Fig. 1: run 1, the metal 1 layer
Supply wires on this layer in grey. Cells faint in the background.
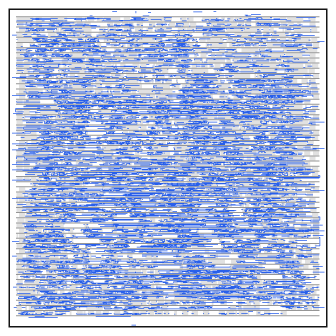
Fig. 2: run 1, clock nets
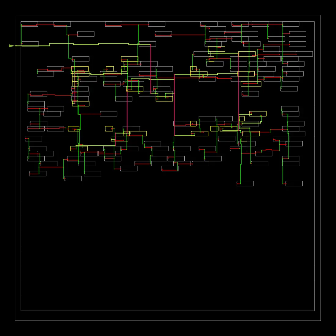
Fig. 3: run 1, clock network drawn from the DEF
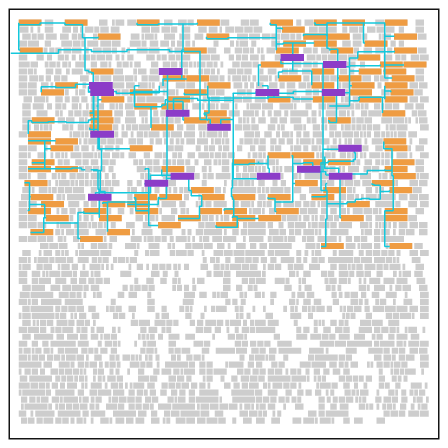
**src/rtl/cutoff_envelope.sv**
```systemverilog
// Per-sample ADSR envelope that scales env_depth through the shared multiplier
// and adds base_cutoff to drive the downstream lowpass cutoff.
module cutoff_envelope (
    input  logic        clk,
    input  logic        rst,
    input  logic        start,
    output logic        finish,
    input  logic        gate,
    input  logic [31:0] attack_rate,
    input  logic [31:0] decay_rate,
    input  logic [31:0] sustain_level,
    input  logic [31:0] release_rate,
    input  logic [23:0] base_cutoff,
    input  logic [23:0] env_depth,
    input  logic [63:0] mult_p,
    output logic [31:0] mult_a,
    output logic [31:0] mult_b,
    output logic [23:0] cutoff
);

    localparam int unsigned LEVEL_W  = 32;
    localparam int unsigned CUTOFF_W = 24;

    typedef enum logic [2:0] {
        S_IDLE  = 3'd0,
        S_STEP  = 3'd1,
        S_ISSUE = 3'd2,
        S_WAIT  = 3'd3,
        S_CAP   = 3'd4,
        S_DONE  = 3'd5
    } state_t;

    typedef enum logic [2:0] {
        PH_OFF     = 3'd0,
        PH_ATTACK  = 3'd1,
        PH_DECAY   = 3'd2,
        PH_SUSTAIN = 3'd3,
        PH_RELEASE = 3'd4
    } phase_t;

    state_t                state, state_next;
    phase_t                phase, phase_next, eff_phase;
    logic [LEVEL_W-1:0]    level, level_next;
    logic                  gate_q, gate_next;
    logic [CUTOFF_W-1:0]   cutoff_next;
    logic                  finish_next;
    logic [31:0]           mult_a_next, mult_b_next;
    logic [LEVEL_W:0]      att_sum, dec_diff;
    logic [CUTOFF_W:0]     cap_sum;
    logic                  unused_mult;

    // Only the (depth*level)>>32 window of the product is consumed.
    assign unused_mult = ^{mult_p[63:56], mult_p[31:0]};

    always_ff @(posedge clk or negedge rst) begin
        if (!rst) begin
            state  <= S_IDLE;
            phase  <= PH_OFF;
            level  <= '0;
            gate_q <= 1'b0;
            cutoff <= '0;
            finish <= 1'b0;
            mult_a <= '0;
            mult_b <= '0;
        end else begin
            state  <= state_next;
            phase  <= phase_next;
            level  <= level_next;
            gate_q <= gate_next;
            cutoff <= cutoff_next;
            finish <= finish_next;
            mult_a <= mult_a_next;
            mult_b <= mult_b_next;
        end
    end

    always_comb begin
        state_next  = state;
        phase_next  = phase;
        level_next  = level;
        gate_next   = gate_q;
        cutoff_next = cutoff;
        finish_next = 1'b0;
        mult_a_next = '0;
        mult_b_next = '0;
        eff_phase   = phase;
        att_sum     = {1'b0, level} + {1'b0, attack_rate};
        dec_diff    = {1'b0, level} - {1'b0, decay_rate};
        cap_sum     = {1'b0, base_cutoff} + {1'b0, mult_p[55:32]};

        case (state)
            S_IDLE: begin
                if (start) begin
                    gate_next  = gate;
                    state_next = S_STEP;
                end
            end
            S_STEP: begin
                // Gate edges redirect the phase before this sample's level step.
                if (gate_q && (phase == PH_OFF || phase == PH_RELEASE))
                    eff_phase = PH_ATTACK;
                else if (!gate_q && (phase == PH_ATTACK || phase == PH_DECAY ||
                                     phase == PH_SUSTAIN))
                    eff_phase = PH_RELEASE;
                phase_next = eff_phase;

                case (eff_phase)
                    PH_ATTACK: begin
                        if (att_sum[LEVEL_W] || (att_sum[LEVEL_W-1:0] == '1)) begin
                            level_next = '1;
                            phase_next = PH_DECAY;
                        end else begin
                            level_next = att_sum[LEVEL_W-1:0];
                        end
                    end
                    PH_DECAY: begin
                        if (dec_diff[LEVEL_W] || (dec_diff[LEVEL_W-1:0] <= sustain_level)) begin
                            level_next = sustain_level;
                            phase_next = PH_SUSTAIN;
                        end else begin
                            level_next = dec_diff[LEVEL_W-1:0];
                        end
                    end
                    PH_SUSTAIN: level_next = sustain_level;
                    PH_RELEASE: begin
                        if (release_rate >= level) begin
                            level_next = '0;
                            phase_next = PH_OFF;
                        end else begin
                            level_next = level - release_rate;
                        end
                    end
                    default: level_next = level;
                endcase

                mult_a_next = {8'b0, env_depth};
                mult_b_next = level_next;
                state_next  = S_ISSUE;
            end
            S_ISSUE: state_next = S_WAIT;
            S_WAIT:  state_next = S_CAP;
            S_CAP: begin
                cutoff_next = cap_sum[CUTOFF_W] ? '1 : cap_sum[CUTOFF_W-1:0];
                finish_next = 1'b1;
                state_next  = S_DONE;
            end
            S_DONE:  state_next = S_IDLE;
            default: state_next = S_IDLE;
        endcase
    end

endmodule

```
**config.mk**
```make
export PLATFORM = sky130hd
export DESIGN_NAME = cutoff_envelope
export DESIGN_NICKNAME = d
export VERILOG_FILES = /design/src/rtl/cutoff_envelope.sv
export SDC_FILE = /design/constraint.sdc
export NUM_CORES = 1
export LEC_CHECK = 0
export CORE_MARGIN = 3
export CORE_UTILIZATION = 51
export CTS_BUF_LIST = sky130_fd_sc_hd__clkbuf_8 sky130_fd_sc_hd__clkbuf_16
export CTS_CLUSTER_DIAMETER = 30
export DETAILED_ROUTE_END_ITERATION = 7
export PLACE_DENSITY_LB_ADDON = 0.2
export SLEW_MARGIN = 20
export SYNTH_ARGS = -nofsm -noshare
export SYNTH_HDL_FRONTEND = slang
export SYNTH_SLANG_ARGS = --single-unit
```
**constraint.sdc**
```tcl
create_clock -name clk -period 5.55 [get_ports clk]
set_input_delay 1.11 -clock clk [delete_from_list [all_inputs] [get_ports clk]]
set_output_delay 1.11 -clock clk [all_outputs]
set_load 0.03 [all_outputs]
```
==> Slide: Implementation Results, run 1 <==
Physical Implementation Snapshot

Final timing
  – Cycle use final: 1.05
  – Unrepaired setup endpoints after global routing: true
  – Final worst slack: -295 ps
  – Final hold vios: 0
  – Final setup vio count: ~63
  – Fin crit period: 5840 ps
  – Worst-Margin Slew: 1030 ps
  – Final setup TNS: -9350 ps

Synth
  – Number of enable flip-flop cells: 0
  – Gate Count Post-Synth: roughly 1600
  – Synth flops: roughly 120
  – Warnings, synthesis: 0
  – Post-Syn Area per Cell: around 8 um^2
  – Dominant combinational family: AND-OR/OR-AND gates
  – Unique cell types: 91
  – Leading area contributor after synthesis: dfrtp_1
  – Synth Seq Share: 0.228
  – Post-synthesis cell area: approximately 13000 um^2
  – Post-synth top cells: ha_1 (152), nor2_1 (144), a21oi_1 (127), inv_1 (125), dfrtp_1 (120)

Worst setup path
  – Crit path to: level[31]
  – Crit path largest cell delay: 400 ps
  – RR Endpoint: level[31]
  – CP top delay family: AND-OR/OR-AND gates
  – Reg-to-reg setup timing slack: roughly 80 ps
  – Worst Setup SP: decay_rate[0]
  – WS Path Type: input pin to flop
  – Worst R2R Start: level[0]
  – R2R cell count: 28
  – Critical Path AT: 6150 ps

Finish
  – Final non-clock buffer share: 0.239
  – Nonclk buf count: a little over 500
  – Design Area, Final: 19300 um^2
  – Area Growth Syn to Fin: 46.6%
  – Final Non-Filler Cells: approximately 2400
  – Clk tree area frac: 0.0301
  – Register area: ~3000 um^2
  – Nets: about 2500
  – Share of cell area taken by multi-input logic gates: 0.529
  – Inverters: ~130
  – Area of the multi-input gates: roughly 10000 um^2
  – Ratio of cells with drive above 1 in the final layout: 0.206
  – Final Core Density: 0.765

Global routing
  – GR peak layer: met2
  – Number of global-route vias before repair: 14800
  – Global-route wire length before repair: between 80 and 90 mm
  – Number of antenna violations at the first check in global routing: 0
  – Largest net degree at the start of global routing: roughly 84

Placed design
  – Post-Place Cells: ~2400
  – Setup slack at placement: -1350 ps
  – GP Congestion: ~1.0

Worst hold path
  – Hold path cells: 2
  – Hold Path End: cutoff[23]
  – Hold Crit Start: cutoff[23]

Route
  – DR DRC count: 0
  – Remaining antenna violation count after routing: 0
  – Top sig layer: met4
  – Drt first pass iters: 6
  – Met3 WL: 4.37 mm
  – Met2 routed WL: about 25 mm
  – Wl on met1: 20.9 mm

Clock network
  – CTS Buf Count: 17
  – Clock Root Buffer: clkbuf_16
  – CTS resizes: between 100 and 150
  – Hold-fix buffers at CTS: 0
  – # Post-CTS Setup Buffers: 37
  – Clock buffer depth: 2

Floorplan
  – Starting density of the core: 0.522
  – Chip area: about 28000 um^2
  – Core area: 25300 um^2
  – Die Y: 167 um
  – Die W: about 170 um

Status
  – Status: finished, violations left
  – Failing checks: setup timing

Run
  – Max cap viols: 0

Power and ir drop
  – Power per cell area: roughly 260 nW/um^2
  – Comb power: 0.00261 W
  – Clock Power Share: 0.224
  – Reg power frac: 0.251
-- Fig. 1 (at the start) --
wire length on this layer: 20.9 mm
longest straight run: 68.5 um
nets with wire on the layer: 2285
share of all routed wire: 39%
main direction: horizontal

-- Fig. 2 (at the start) --
Sink Count: 120
clk_lat worst skew: 430 ps
clkbuf count: 17
clock skew: 11.2 ps
clk pwr: 0.00112 W

-- Fig. 3 (at the start) --
[clock drivers] purple | count: 17
[clock wires] cyan | length: 1820 um
[flip-flops] orange | count: 120
routed clock nets: 18

Fig. 4: run 1, placement by cell class
Scale bar: 50 um.
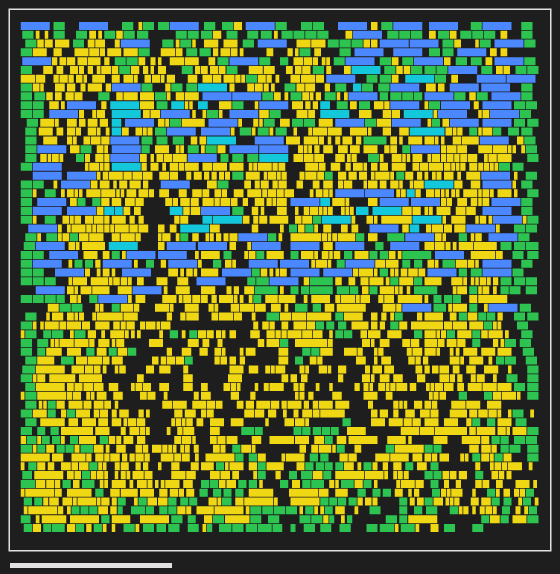

==> run 2: changes to the inputs <==
--- a/config.mk
+++ b/config.mk
@@ -6,12 +6,12 @@
 export NUM_CORES = 1
 export LEC_CHECK = 0
 export CORE_MARGIN = 3
-export CORE_UTILIZATION = 51
+export CORE_UTILIZATION = 46
 export CTS_BUF_LIST = sky130_fd_sc_hd__clkbuf_8 sky130_fd_sc_hd__clkbuf_16
 export CTS_CLUSTER_DIAMETER = 30
 export DETAILED_ROUTE_END_ITERATION = 7
 export PLACE_DENSITY_LB_ADDON = 0.2
-export SLEW_MARGIN = 20
+export SLEW_MARGIN = 40
 export SYNTH_ARGS = -nofsm -noshare
 export SYNTH_HDL_FRONTEND = slang
 export SYNTH_SLANG_ARGS = --single-unit
==> constraint.sdc (replaced) <==
create_clock -name clk -period 5.3 [get_ports clk]
set_input_delay 1.06 -clock clk [delete_from_list [all_inputs] [get_ports clk]]
set_output_delay 1.06 -clock clk [all_outputs]
set_load 0.03 [all_outputs]
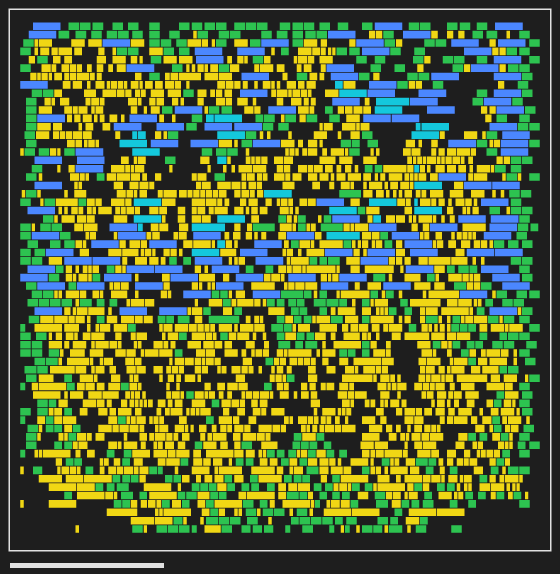
Fig. 5. Placement by cell class (run 2).
Scale bar: 50 um.
[clock drivers and dummy loads] cyan | cells: 31
[flops] blue | cells: 120
[combinational and other logic] yellow | cells: 1451
[other buffers and delay cells] green | cells: 516
row count: 61
Design Area, Final: 19600 um^2
core area: 28000 um^2
Final Core Density: 0.699
Seq area share: 0.153

==> run 2 against run 1 <==
  * The run still ends with setup timing left
  * Sequential share of layout area is 0.21 points lower
  * Sequential cell count stayed put
  * Combinational power is 5% higher
  * Via count is 2.7% lower
  * Wire length is 5.0% lower
  * Clock skew is 2.0 ps higher
  * Non-clock buffer count is 11 higher
  * Critical endpoint is now level[6]
  * Largest cell class unchanged
==> Slide: Implementation Results, run 2 <==
Physical Implementation Snapshot

Floorplan
  – Chip area: 30700 um^2
  – Starting density of the core: 0.470
  – Die Y: 175 um
  – Die W: about 180 um

Clock network
  – CTS resizes: approximately 180
  – Hold-fix buffers at CTS: 0
  – CTS Buf Count: 17
  – Clock Root Buffer: clkbuf_16
  – Clock buffer depth: 2
  – Sink Count: roughly 120
  – # Post-CTS Setup Buffers: around 48
  – Clk_lat worst skew: around 410 ps

Route
  – Met2 routed WL: 23.9 mm
  – Met3 WL: 3.78 mm
  – Wl on met1: ~21 mm
  – Drt first pass iters: 5
  – DR DRC count: 0
  – Remaining antenna violation count after routing: 0
  – Top sig layer: met4

Synth
  – Gate Count Post-Synth: about 1600
  – Post-synthesis cell area: 13200 um^2
  – Unique cell types: 91
  – Dominant combinational family: AND-OR/OR-AND gates
  – Post-Syn Area per Cell: 8.02 um^2
  – Synth Seq Share: 0.228
  – Leading area contributor after synthesis: dfrtp_1
  – Number of enable flip-flop cells: 0
  – Post-synth top cells: ha_1 (152), nor2_1 (144), a21oi_1 (127), inv_1 (125), dfrtp_1 (120)
  – Synth flops: 120

Finish
  – Final non-clock buffer share: 0.238
  – Register area: roughly 3000 um^2
  – Area Growth Syn to Fin: 48.7%
  – Area of the multi-input gates: 10400 um^2
  – Share of cell area taken by multi-input logic gates: 0.530
  – Nonclk buf count: around 520
  – Nets: 2506
  – Final Non-Filler Cells: approximately 2500
  – Clkbuf count: 17
  – Inverters: around 130
  – Ratio of cells with drive above 1 in the final layout: 0.218
  – Clk tree area frac: 0.0299

Final timing
  – Clock skew: 13.2 ps
  – Final setup vio count: between 40 and 50
  – Fin crit period: roughly 5400 ps
  – Worst-Margin Slew: 763 ps
  – Unrepaired setup endpoints after global routing: true
  – Final setup TNS: -2700 ps
  – Final hold vios: 0
  – Final worst slack: -149 ps
  – Cycle use final: 1.03

Worst setup path
  – CP top delay family: simple AND/OR/NAND/NOR gates
  – Crit path largest cell delay: ~470 ps
  – RR Endpoint: level[6]
  – Worst Setup SP: decay_rate[22]
  – Worst R2R Start: level[0]
  – Crit path to: level[6]
  – Reg-to-reg setup timing slack: around 130 ps
  – R2R cell count: 25
  – Critical Path AT: approximately 5700 ps

Power and ir drop
  – Power per cell area: roughly 270 nW/um^2
  – Comb power: 0.00275 W
  – Reg power frac: 0.250
  – Clk pwr: 0.00117 W
  – Clock Power Share: 0.223

Status
  – Failing checks: setup timing
  – Status: finished, violations left

Global routing
  – Global-route wire length before repair: about 79 mm
  – Largest net degree at the start of global routing: around 54
  – GR peak layer: met2
  – Number of global-route vias before repair: around 15000
  – Number of antenna violations at the first check in global routing: 0

Worst hold path
  – Hold path cells: 2
  – Hold Path End: cutoff[15]
  – Hold Crit Start: cutoff[15]

Run
  – Max cap viols: 0

Placed design
  – Post-Place Cells: between 2000 and 2500
  – Dpl cell area: around 18000 um^2
  – GP Congestion: ~1.0
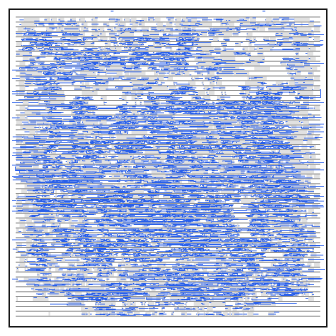
Fig. 6. The metal 1 layer (run 2).
Supply wires on this layer in grey. Cells faint in the background.
longest straight run: 59.8 um
wire length on this layer: 20.6 mm
nets with wire on the layer: 2305
main direction: horizontal
share of all routed wire: 40%
Total Wirelength: 51.4 mm
via count: 15100
met1 usage: 0.405

Power figures rest on the tool's default switching activity, not on a simulated workload.
